===== src/rtl/ram_arbiter_if.sv =====
// Request/response and RAM-side signals of the data-memory arbiter.
// The arbiter connects through the slave modport; the requesters and RAM connect through master.
interface ram_arbiter_if #(
    parameter int ADDR_WIDTH = 6,
    parameter int DATA_WIDTH = 8
);
    logic                  a_req;
    logic                  a_we;
    logic [ADDR_WIDTH-1:0] a_addr;
    logic [DATA_WIDTH-1:0] a_wdata;
    logic                  a_ack;
    logic [DATA_WIDTH-1:0] a_rdata;

    logic                  b_req;
    logic                  b_we;
    logic [ADDR_WIDTH-1:0] b_addr;
    logic [DATA_WIDTH-1:0] b_wdata;
    logic                  b_ack;
    logic [DATA_WIDTH-1:0] b_rdata;

    logic                  mem_we;
    logic [ADDR_WIDTH-1:0] mem_addr;
    logic [DATA_WIDTH-1:0] mem_data;
    logic [DATA_WIDTH-1:0] mem_q;
    logic                  busy;

    modport slave (
        input  a_req, a_we, a_addr, a_wdata,
        input  b_req, b_we, b_addr, b_wdata,
        input  mem_q,
        output a_ack, a_rdata, b_ack, b_rdata,
        output mem_we, mem_addr, mem_data, busy
    );

    modport master (
        output a_req, a_we, a_addr, a_wdata,
        output b_req, b_we, b_addr, b_wdata,
        output mem_q,
        input  a_ack, a_rdata, b_ack, b_rdata,
        input  mem_we, mem_addr, mem_data, busy
    );
endinterface


===== src/rtl/ram_arbiter.sv =====
// Two-requester round-robin sequencer for the single-port data RAM.
// Each access runs IDLE -> ACCESS -> DONE; the RAM sees exactly one cycle per access.
module ram_arbiter #(
    parameter int ADDR_WIDTH = 6,
    parameter int DATA_WIDTH = 8
) (
    input  logic            clock,
    input  logic            resetn,
    ram_arbiter_if.slave    bus
);

    typedef enum logic [1:0] {
        IDLE   = 2'd0,
        ACCESS = 2'd1,
        DONE   = 2'd2
    } state_t;

    localparam logic GRANT_A = 1'b0;
    localparam logic GRANT_B = 1'b1;

    state_t state;
    state_t state_next;

    logic                  grant;
    logic                  last_grant;
    logic                  any_req;
    logic                  win_b;
    logic                  win_we;
    logic [ADDR_WIDTH-1:0] win_addr;
    logic [DATA_WIDTH-1:0] win_wdata;

    // On a tie the requester that did not win the previous tie goes first.
    always_comb begin
        any_req   = bus.a_req | bus.b_req;
        win_b     = bus.b_req & (~bus.a_req | (last_grant == GRANT_A));
        win_we    = win_b ? bus.b_we    : bus.a_we;
        win_addr  = win_b ? bus.b_addr  : bus.a_addr;
        win_wdata = win_b ? bus.b_wdata : bus.a_wdata;
    end

    // NOTE: sequential state uses non-blocking assignments so every register
    // samples pre-edge values regardless of block ordering.
    always_ff @(posedge clock or negedge resetn) begin
        if (!resetn) state <= IDLE;
        else         state <= state_next;
    end

    // NOTE: state_next is given a default before the case so no path leaves
    // it unassigned and no latch is inferred.
    always_comb begin
        state_next = state;
        unique case (state)
            IDLE:    if (any_req) state_next = ACCESS;
            ACCESS:  state_next = DONE;
            DONE:    state_next = IDLE;
            default: state_next = IDLE;
        endcase
    end

    always_ff @(posedge clock or negedge resetn) begin
        if (!resetn) begin
            grant        <= GRANT_A;
            last_grant   <= GRANT_B;
            bus.mem_we   <= 1'b0;
            bus.mem_addr <= '0;
            bus.mem_data <= '0;
            bus.a_ack    <= 1'b0;
            bus.b_ack    <= 1'b0;
            bus.a_rdata  <= '0;
            bus.b_rdata  <= '0;
            bus.busy     <= 1'b0;
        end else begin
            bus.a_ack <= 1'b0;
            bus.b_ack <= 1'b0;
            bus.busy  <= (state_next != IDLE);
            unique case (state)
                IDLE: begin
                    if (any_req) begin
                        bus.mem_we   <= win_we;
                        bus.mem_addr <= win_addr;
                        bus.mem_data <= win_wdata;
                        grant        <= win_b;
                        if (bus.a_req && bus.b_req) last_grant <= win_b;
                    end
                end
                ACCESS: begin
                    // mem_q is write-through, so a write returns the stored value.
                    bus.mem_we <= 1'b0;
                    if (grant == GRANT_B) begin
                        bus.b_rdata <= bus.mem_q;
                        bus.b_ack   <= 1'b1;
                    end else begin
                        bus.a_rdata <= bus.mem_q;
                        bus.a_ack   <= 1'b1;
                    end
                end
                default: ;
            endcase
        end
    end

endmodule


===== src/flat_wrapper.sv =====
// flat-port wrapper written by rule: the top's interface ports become plain ports
module ram_arbiter_flat 
#(
    parameter int ADDR_WIDTH = 6,
    parameter int DATA_WIDTH = 8
)
  (clock, resetn, bus_a_req, bus_a_we, bus_a_addr, bus_a_wdata, bus_b_req, bus_b_we, bus_b_addr, bus_b_wdata, bus_mem_q, bus_a_ack, bus_a_rdata, bus_b_ack, bus_b_rdata, bus_mem_we, bus_mem_addr, bus_mem_data, bus_busy);
  ram_arbiter_if #(.ADDR_WIDTH(ADDR_WIDTH), .DATA_WIDTH(DATA_WIDTH)) bus_i ();
  input  logic clock;
  input  logic resetn;
  input wire logic [$bits(bus_i.a_req)-1:0] bus_a_req;
  input wire logic [$bits(bus_i.a_we)-1:0] bus_a_we;
  input wire logic [$bits(bus_i.a_addr)-1:0] bus_a_addr;
  input wire logic [$bits(bus_i.a_wdata)-1:0] bus_a_wdata;
  input wire logic [$bits(bus_i.b_req)-1:0] bus_b_req;
  input wire logic [$bits(bus_i.b_we)-1:0] bus_b_we;
  input wire logic [$bits(bus_i.b_addr)-1:0] bus_b_addr;
  input wire logic [$bits(bus_i.b_wdata)-1:0] bus_b_wdata;
  input wire logic [$bits(bus_i.mem_q)-1:0] bus_mem_q;
  output wire logic [$bits(bus_i.a_ack)-1:0] bus_a_ack;
  output wire logic [$bits(bus_i.a_rdata)-1:0] bus_a_rdata;
  output wire logic [$bits(bus_i.b_ack)-1:0] bus_b_ack;
  output wire logic [$bits(bus_i.b_rdata)-1:0] bus_b_rdata;
  output wire logic [$bits(bus_i.mem_we)-1:0] bus_mem_we;
  output wire logic [$bits(bus_i.mem_addr)-1:0] bus_mem_addr;
  output wire logic [$bits(bus_i.mem_data)-1:0] bus_mem_data;
  output wire logic [$bits(bus_i.busy)-1:0] bus_busy;
  assign bus_i.a_req = bus_a_req;
  assign bus_i.a_we = bus_a_we;
  assign bus_i.a_addr = bus_a_addr;
  assign bus_i.a_wdata = bus_a_wdata;
  assign bus_i.b_req = bus_b_req;
  assign bus_i.b_we = bus_b_we;
  assign bus_i.b_addr = bus_b_addr;
  assign bus_i.b_wdata = bus_b_wdata;
  assign bus_i.mem_q = bus_mem_q;
  assign bus_a_ack = bus_i.a_ack;
  assign bus_a_rdata = bus_i.a_rdata;
  assign bus_b_ack = bus_i.b_ack;
  assign bus_b_rdata = bus_i.b_rdata;
  assign bus_mem_we = bus_i.mem_we;
  assign bus_mem_addr = bus_i.mem_addr;
  assign bus_mem_data = bus_i.mem_data;
  assign bus_busy = bus_i.busy;
  ram_arbiter #(.ADDR_WIDTH(ADDR_WIDTH), .DATA_WIDTH(DATA_WIDTH)) u_core (.clock(clock), .resetn(resetn), .bus(bus_i));
endmodule

===== config.mk =====
export PLATFORM = sky130hd
export DESIGN_NAME = ram_arbiter_flat
export DESIGN_NICKNAME = d
export VERILOG_FILES = /design/src/rtl/ram_arbiter_if.sv /design/src/rtl/ram_arbiter.sv /design/src/flat_wrapper.sv
export SDC_FILE = /design/constraint.sdc
export NUM_CORES = 1
export LEC_CHECK = 0
export CORE_ASPECT_RATIO = 1.4
export CORE_UTILIZATION = 44
export CTS_BUF_LIST = sky130_fd_sc_hd__clkbuf_8 sky130_fd_sc_hd__clkbuf_16
export DETAILED_ROUTE_END_ITERATION = 10
export PLACE_DENSITY = 0.84
export SLEW_MARGIN = 20
export SYNTH_ARGS = -nofsm -noshare
export SYNTH_HDL_FRONTEND = slang
export SYNTH_SLANG_ARGS = --single-unit

===== constraint.sdc =====
create_clock -name clock -period 2.6 [get_ports clock]
set_input_delay 0.26 -clock clock [delete_from_list [all_inputs] [get_ports clock]]
set_output_delay 0.26 -clock clock [all_outputs]
set_load 0.01 [all_outputs]

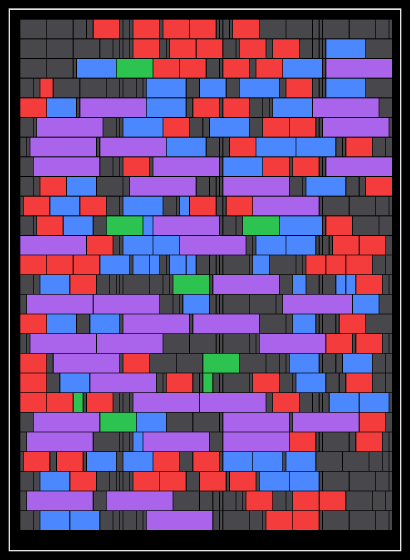
*Cell classes on the final placement, run 1*
Fill, decap, tap and diode cells in grey.
blue -> remaining logic cells  # cells 61, share of their area 27%
purple -> registers  # cells 38, share of their area 38%
red -> remaining buffers and delay cells  # cells 77, share of their area 31%
green -> clock drivers and dummy loads  # cells 8, share of their area 3.6%

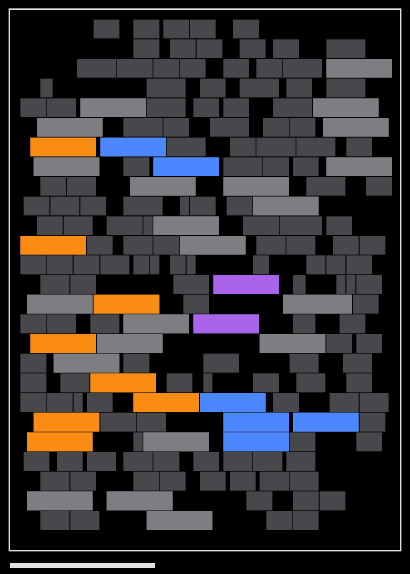
*Register map, names as in the netlist, run 1*
Scale bar: 20 um.
purple -> u_core.state  # placed flops 2
blue -> u_core.bus.mem_addr  # placed flops 6
orange -> u_core.bus.b_rdata  # placed flops 8

==> impl_metrics.csv, run 1 <==
group,metric,value,unit
setup_path,r2r-start,"u_core.last_grant",
final_layout,insertedDiodeCount,0,
sta,slew_headroom,45.3,%
power,p_per_area,1140,mW/mm2
clocking,clock_latency,0.28,ns
global_routing,track_usage,19.6,%
setup_path,r2r_end,"u_core.bus.mem_data[1]",
logic_synthesis,synthesis.area,0.00166,mm2
clocking,cts_buffer_depth,2,
setup_path,critical_path_arrival,1.94,ns
logic_synthesis,ys_seq_share,57.3,%
global_routing,grt_max_degree,39,
routing,via_per_inst,4.92,
floorplan,core_region_area,0.00364,mm2
sta,layout_min_cycle_time,1.78,ns
global_routing,grtUsageMet2,34.8,%
setup_path,critical_path_buf_inv_count,1,
sta,rsz0062_at_grt,"no",
sta,worstMarginPinSlew,0.820,ns
sta,finalSetupTns,0,ns
global_routing,grt_pass1_wl,5500,um
status,status,"finished clean",
clocking,cts_hold_buf,0,
floorplan,fp.dieH,74.7,um
logic_synthesis,synth_cell_type_count,19,
sta,finalCritPeriodShare,68.3,%
floorplan,fp_util,45.6,%
routing,drc,0,
power,ir_worst_vdd,0.000783,V
routing,wl_per_cell,15.8,um
global_routing,grt_pass1_vias,1215,
setup_path,path_cells,"a21bo_1 > buf_4 > mux2_2 > mux2_2",
placed_design,place.gp.congestion,0.683,
final_layout,mostFrequentLayoutCell,"clkdlybuf4s50_1",
logic_synthesis,fp_nets,144,
floorplan,die_w,53.9,um
global_routing,gr-total-overflow,0,
clocking,cts-buffers-inserted,5,
floorplan,rows,26,
final_layout,syn2layout_area_growth,52.0,%
sta,finalMaxSlewViolations,0,
setup_path,crit_family,"multiplexers",
sta,hold_viol_final,0,
sta,fin_skew,0.00597,ns
clocking,clk_pin_slew,0.07,ns
global_routing,grt-busiest-layer,"met2",
setup_path,rrSetupSlack,0.82,ns
clocking,cts_resized,0,
clocking,cts_setup_buffers,0,
logic_synthesis,ys_warn_count,0,
setup_path,critPathSlowestCell,"dfstp_2",
setup_path,critPathLaunchType,"register",
routing,drtAntennaViolNets,0,
setup_path,endpoint_kind,"register",
global_routing,antenna_found_initial,0,
placed_design,post-place-ws,0.566,ns
routing,vias,1112,
placed_design,place_inst,218,
floorplan,dieArea,0.00403,mm2
setup_path,crit_type,"register to register",
placed_design,dpl.hpwl,2750,um
final_layout,fin_nets,225,
clocking,cts.sinks,38,
hold_path,hold_class,"primary input to async pin",
sta,setup_violations,0,
sta,fmax,0.563,GHz
routing,wirelength,3570,um
setup_path,cp.depth,4,
logic_synthesis,ys.flops,38,
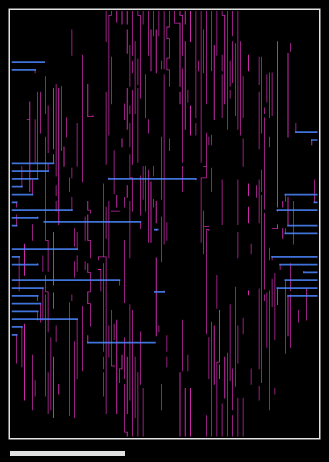
*Signal wires by layer, run 1*
Scale bar: 20 um. Two of the layers only.
magenta -> M2  # wire length 1980 um
blue -> M3  # wire length 223 um

## run 1: report_power, final
part           leakage [nW]  internal, W  switching (W)
registers             0.449     0.000899       0.000171
logic                 0.615     0.000903       0.000502
clock network        0.0538     0.000208       0.000186
total                  1.12      0.00201       0.000860
## run 1: worst min-delay path by stage
stage / start / endpoint / slack [ns]
finish: resetn / u_core.bus.b_rdata[2] / 0.08
global route: resetn / u_core.bus.a_rdata[0] / 0.15
CTS: resetn / u_core.state[1] / 0.09
detailed placement: resetn / u_core.bus.a_rdata[7] / 0.40
global placement: resetn / u_core.bus.mem_data[6] / 0.38
floorplan: resetn / u_core.bus.a_ack / -0.04
## run 1: layer usage
layer / vias to the layer above / routed length, um
met5: - / 0
li1: 518 / -
met4: 0 / 56
met2: 40 / 1980
met1: 548 / 1320
met3: 6 / 223
## run 1: Yosys cell counts
| library cell | number | area share (%) |
|---|---|---|
| nand2b_1 | 1 | 0.38 |
| mux2_2 | 27 | 18 |
| buf_12 | 1 | 1.2 |
| nor3_1 | 1 | 0.30 |
| mux2_4 | 16 | 14 |
| buf_4 | 1 | 0.45 |
| mux2i_1 | 3 | 1.8 |
| mux2_1 | 1 | 0.68 |
| nand2_1 | 3 | 0.68 |
| xor2_1 | 1 | 0.53 |
| buf_6 | 1 | 0.68 |
| nor2_2 | 1 | 0.38 |
| dfstp_2 | 1 | 1.6 |
| nor3_4 | 1 | 0.98 |
| or2_2 | 1 | 0.38 |
| dfrtp_1 | 37 | 56 |
| inv_1 | 3 | 0.68 |
| a21bo_1 | 1 | 0.60 |
| nor2_1 | 1 | 0.23 |
## run 1: cell type report
type	instances	area [um2]
clock buffer	6	82.6
multi-input combinational	58	659
fill	279	1120
inverter	3	11.3
tap	42	52.6
timing repair buffer	77	761
clock inverter	2	7.51
sequential	38	952
## run 1: metrics by stage
stage	power, W	utilization [%]	cell area, um2	hold slack [ns]
after floorplan	0.00177	-	1660	-0.0356
after global placement	0.00244	66.9	2440	0.384
after detailed placement	0.00250	66.9	2440	0.398
after CTS	0.00291	69.3	2530	0.0947
after global routing	0.00303	69.3	2530	0.155
final	0.00287	69.3	2530	0.0767
## run 1: kinds of logic (layout without fill, tap and decap cells)
kind of cell	after synthesis	in the layout	share of synthesized area, %
multiplexers	47	47	35.2
flip-flops	38	38	57.3
AND/OR/NAND/NOR	9	9	3.31
buffers and inverters	6	88	3.01
AND-OR/OR-AND	1	1	0.602
XOR/XNOR	1	1	0.527
## run 1: flip-flops by register name, summed over array words and instances, names as in the netlist
signal / cells
u_core.bus.busy: 1
u_core.bus.a_ack: 1
u_core.bus.mem_addr: 6
u_core.bus.a_rdata: 8
u_core.bus.mem_data: 8
u_core.bus.b_rdata: 8
u_core.state: 2
u_core.bus.mem_we: 1
u_core.last_grant: 1
u_core.grant: 1
u_core.bus.b_ack: 1
### Routed clock nets over the placement, run 1

Scale bar: 20 um.
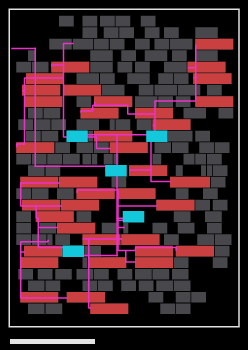

==> run 2: changes to the inputs <==
--- a/config.mk
+++ b/config.mk
@@ -6,10 +6,10 @@
 export NUM_CORES = 1
 export LEC_CHECK = 0
 export CORE_ASPECT_RATIO = 1.4
-export CORE_UTILIZATION = 44
+export CORE_UTILIZATION = 41
 export CTS_BUF_LIST = sky130_fd_sc_hd__clkbuf_8 sky130_fd_sc_hd__clkbuf_16
 export DETAILED_ROUTE_END_ITERATION = 10
-export PLACE_DENSITY = 0.84
+export PLACE_DENSITY = 0.79
 export SLEW_MARGIN = 20
 export SYNTH_ARGS = -nofsm -noshare
 export SYNTH_HDL_FRONTEND = slang
==> constraint.sdc (replaced) <==
create_clock -name clock -period 1.8 [get_ports clock]
set_input_delay 0.18 -clock clock [delete_from_list [all_inputs] [get_ports clock]]
set_output_delay 0.18 -clock clock [all_outputs]
set_load 0.01 [all_outputs]
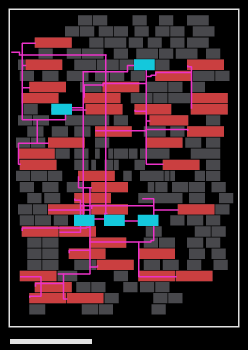
*Routed clock nets over the placement, run 2*
Scale bar: 20 um.
magenta -> clock wires  # length 482 um
red -> flip-flops  # count 38
cyan -> clock-net drivers  # count 5
routed clock nets = 6

==> run 2 against run 1 <==
Net effect: the flow now finishes with violations (negative hold slack); largest cell class unchanged; first-iteration DRC count grew 120%; combinational power grew 49%; fmax grew 11%; total power grew 58%; global-route usage shrank 0.41 points; sequential power grew 45%; wire length grew 5.4%.
==> impl_metrics.csv, run 2 <==
group,metric,value,unit
status,status,"finished, violations left",
status,violations,"negative hold slack",
routing,drc,0,
logic_synthesis,synthTopCellsByArea,"dfrtp_1, mux2_2, mux2_4",
sta,fin_skew,0.00990,ns
logic_synthesis,edf_count,0,
floorplan,dieArea,0.00431,mm2
logic_synthesis,ys_warn_count,0,
sta,finalHoldWorstSlack,-0.00719,ns
placed_design,dpl.hpwl,2830,um
sta,finalCritPeriodShare,89.0,%
final_layout,largestRegisters,"u_core.bus.a_rdata x8, u_core.bus.b_rdata x8, u_core.bus.mem_data x8",
sta,fmax,0.624,GHz
clocking,clk_pin_slew,0.08,ns
final_layout,fin_nets,227,
power,finalPower,0.00455,W
clocking,cts_hold_buf,0,
logic_synthesis,ys_async_sr_fraction,100,%
global_routing,track_usage,19.2,%
clocking,cts.sinks,38,
logic_synthesis,synth_cell_type_count,19,
power,p_per_area,1740,mW/mm2
clocking,clock_latency,0.29,ns
setup_path,endpoint_kind,"register",
global_routing,gr-total-overflow,0,
global_routing,grt_pass1_wl,6180,um
routing,via_per_inst,4.93,
sta,hold_viol_final,23,
setup_path,rrSetupSlack,0.20,ns
sta,setup_violations,0,
sta,layout_min_cycle_time,1.60,ns
clocking,cts-buffers-inserted,5,
logic_synthesis,synthesis.area,0.00166,mm2
sta,finalSetupTns,0,ns
floorplan,core_region_area,0.00392,mm2
final_layout,mostFrequentLayoutCell,"clkdlybuf4s50_1",
sta,worstMarginPinSlew,0.840,ns
setup_path,r2r_end,"u_core.bus.mem_addr[2]",
routing,wirelength,3770,um
global_routing,grt-busiest-layer,"met2",
floorplan,rows,27,
final_layout,syn2layout_area_growth,57.7,%
setup_path,crit_type,"register to register",
clocking,cts_setup_buffers,0,
[run 2: cell counts after synthesis]
No cell type changed its count.
[run 2: cells by family (layout without fill, tap and decap cells)]
family	Yosys count	in the layout	synth area share (%)
mux	47	47	35.2
flops	38	38	57.3
simple gates	9	9	3.31
buf+inv	6	90	3.01
compound gates	1	1	0.602
xor+xnor	1	1	0.527
[run 2: final cells by class]
type / count / area (um2)
clock buffers: 6 / 82.6
multi-input cells: 58 / 659
repair buffers: 79 / 801
well taps: 43 / 53.8
inverters: 3 / 11.3
fillers: 316 / 1300
clock inverters: 2 / 60.1
flip-flops and latches: 38 / 952
[run 2: layer usage]
metal	up-vias	wire length [um]
met4	0	74
li1	520	-
met3	5	210
met1	562	1330
met5	-	0
met2	43	2150
[run 2: metrics by stage]
step                      hold slack (ns)  utilization, %  instances
after floorplan                    -0.116               -        102
after global placement              0.308            63.2        221
after detailed placement            0.324            63.2        221
after CTS                         0.00861            66.9        229
after global routing               0.0606            66.9        229
final                            -0.00719            66.9        229
[run 2: worst max-delay path by stage]
| stage | cells after the start | to | slack, ns |
|---|---|---|---|
| CTS | 4 | u_core.bus.mem_addr[2] | 0.19 |
| finish | 4 | u_core.bus.mem_addr[2] | 0.20 |
| detailed placement | 5 | u_core.bus.mem_data[7] | 0.006 |
| floorplan | 5 | u_core.bus.mem_addr[0] | 0.26 |
| global route | 4 | u_core.bus.mem_addr[3] | 0.15 |
| global placement | 5 | u_core.bus.mem_data[7] | 0.05 |
[run 2: report_power, final]
part           switching [W]  internal [W]  total (W)  leakage (nW)
logic               0.000743       0.00136    0.00210         0.634
registers           0.000253       0.00130    0.00155         0.449
clock network       0.000301      0.000591   0.000892        0.0714
total                0.00130       0.00325    0.00455          1.15
Power and IR drop assume default switching activity.
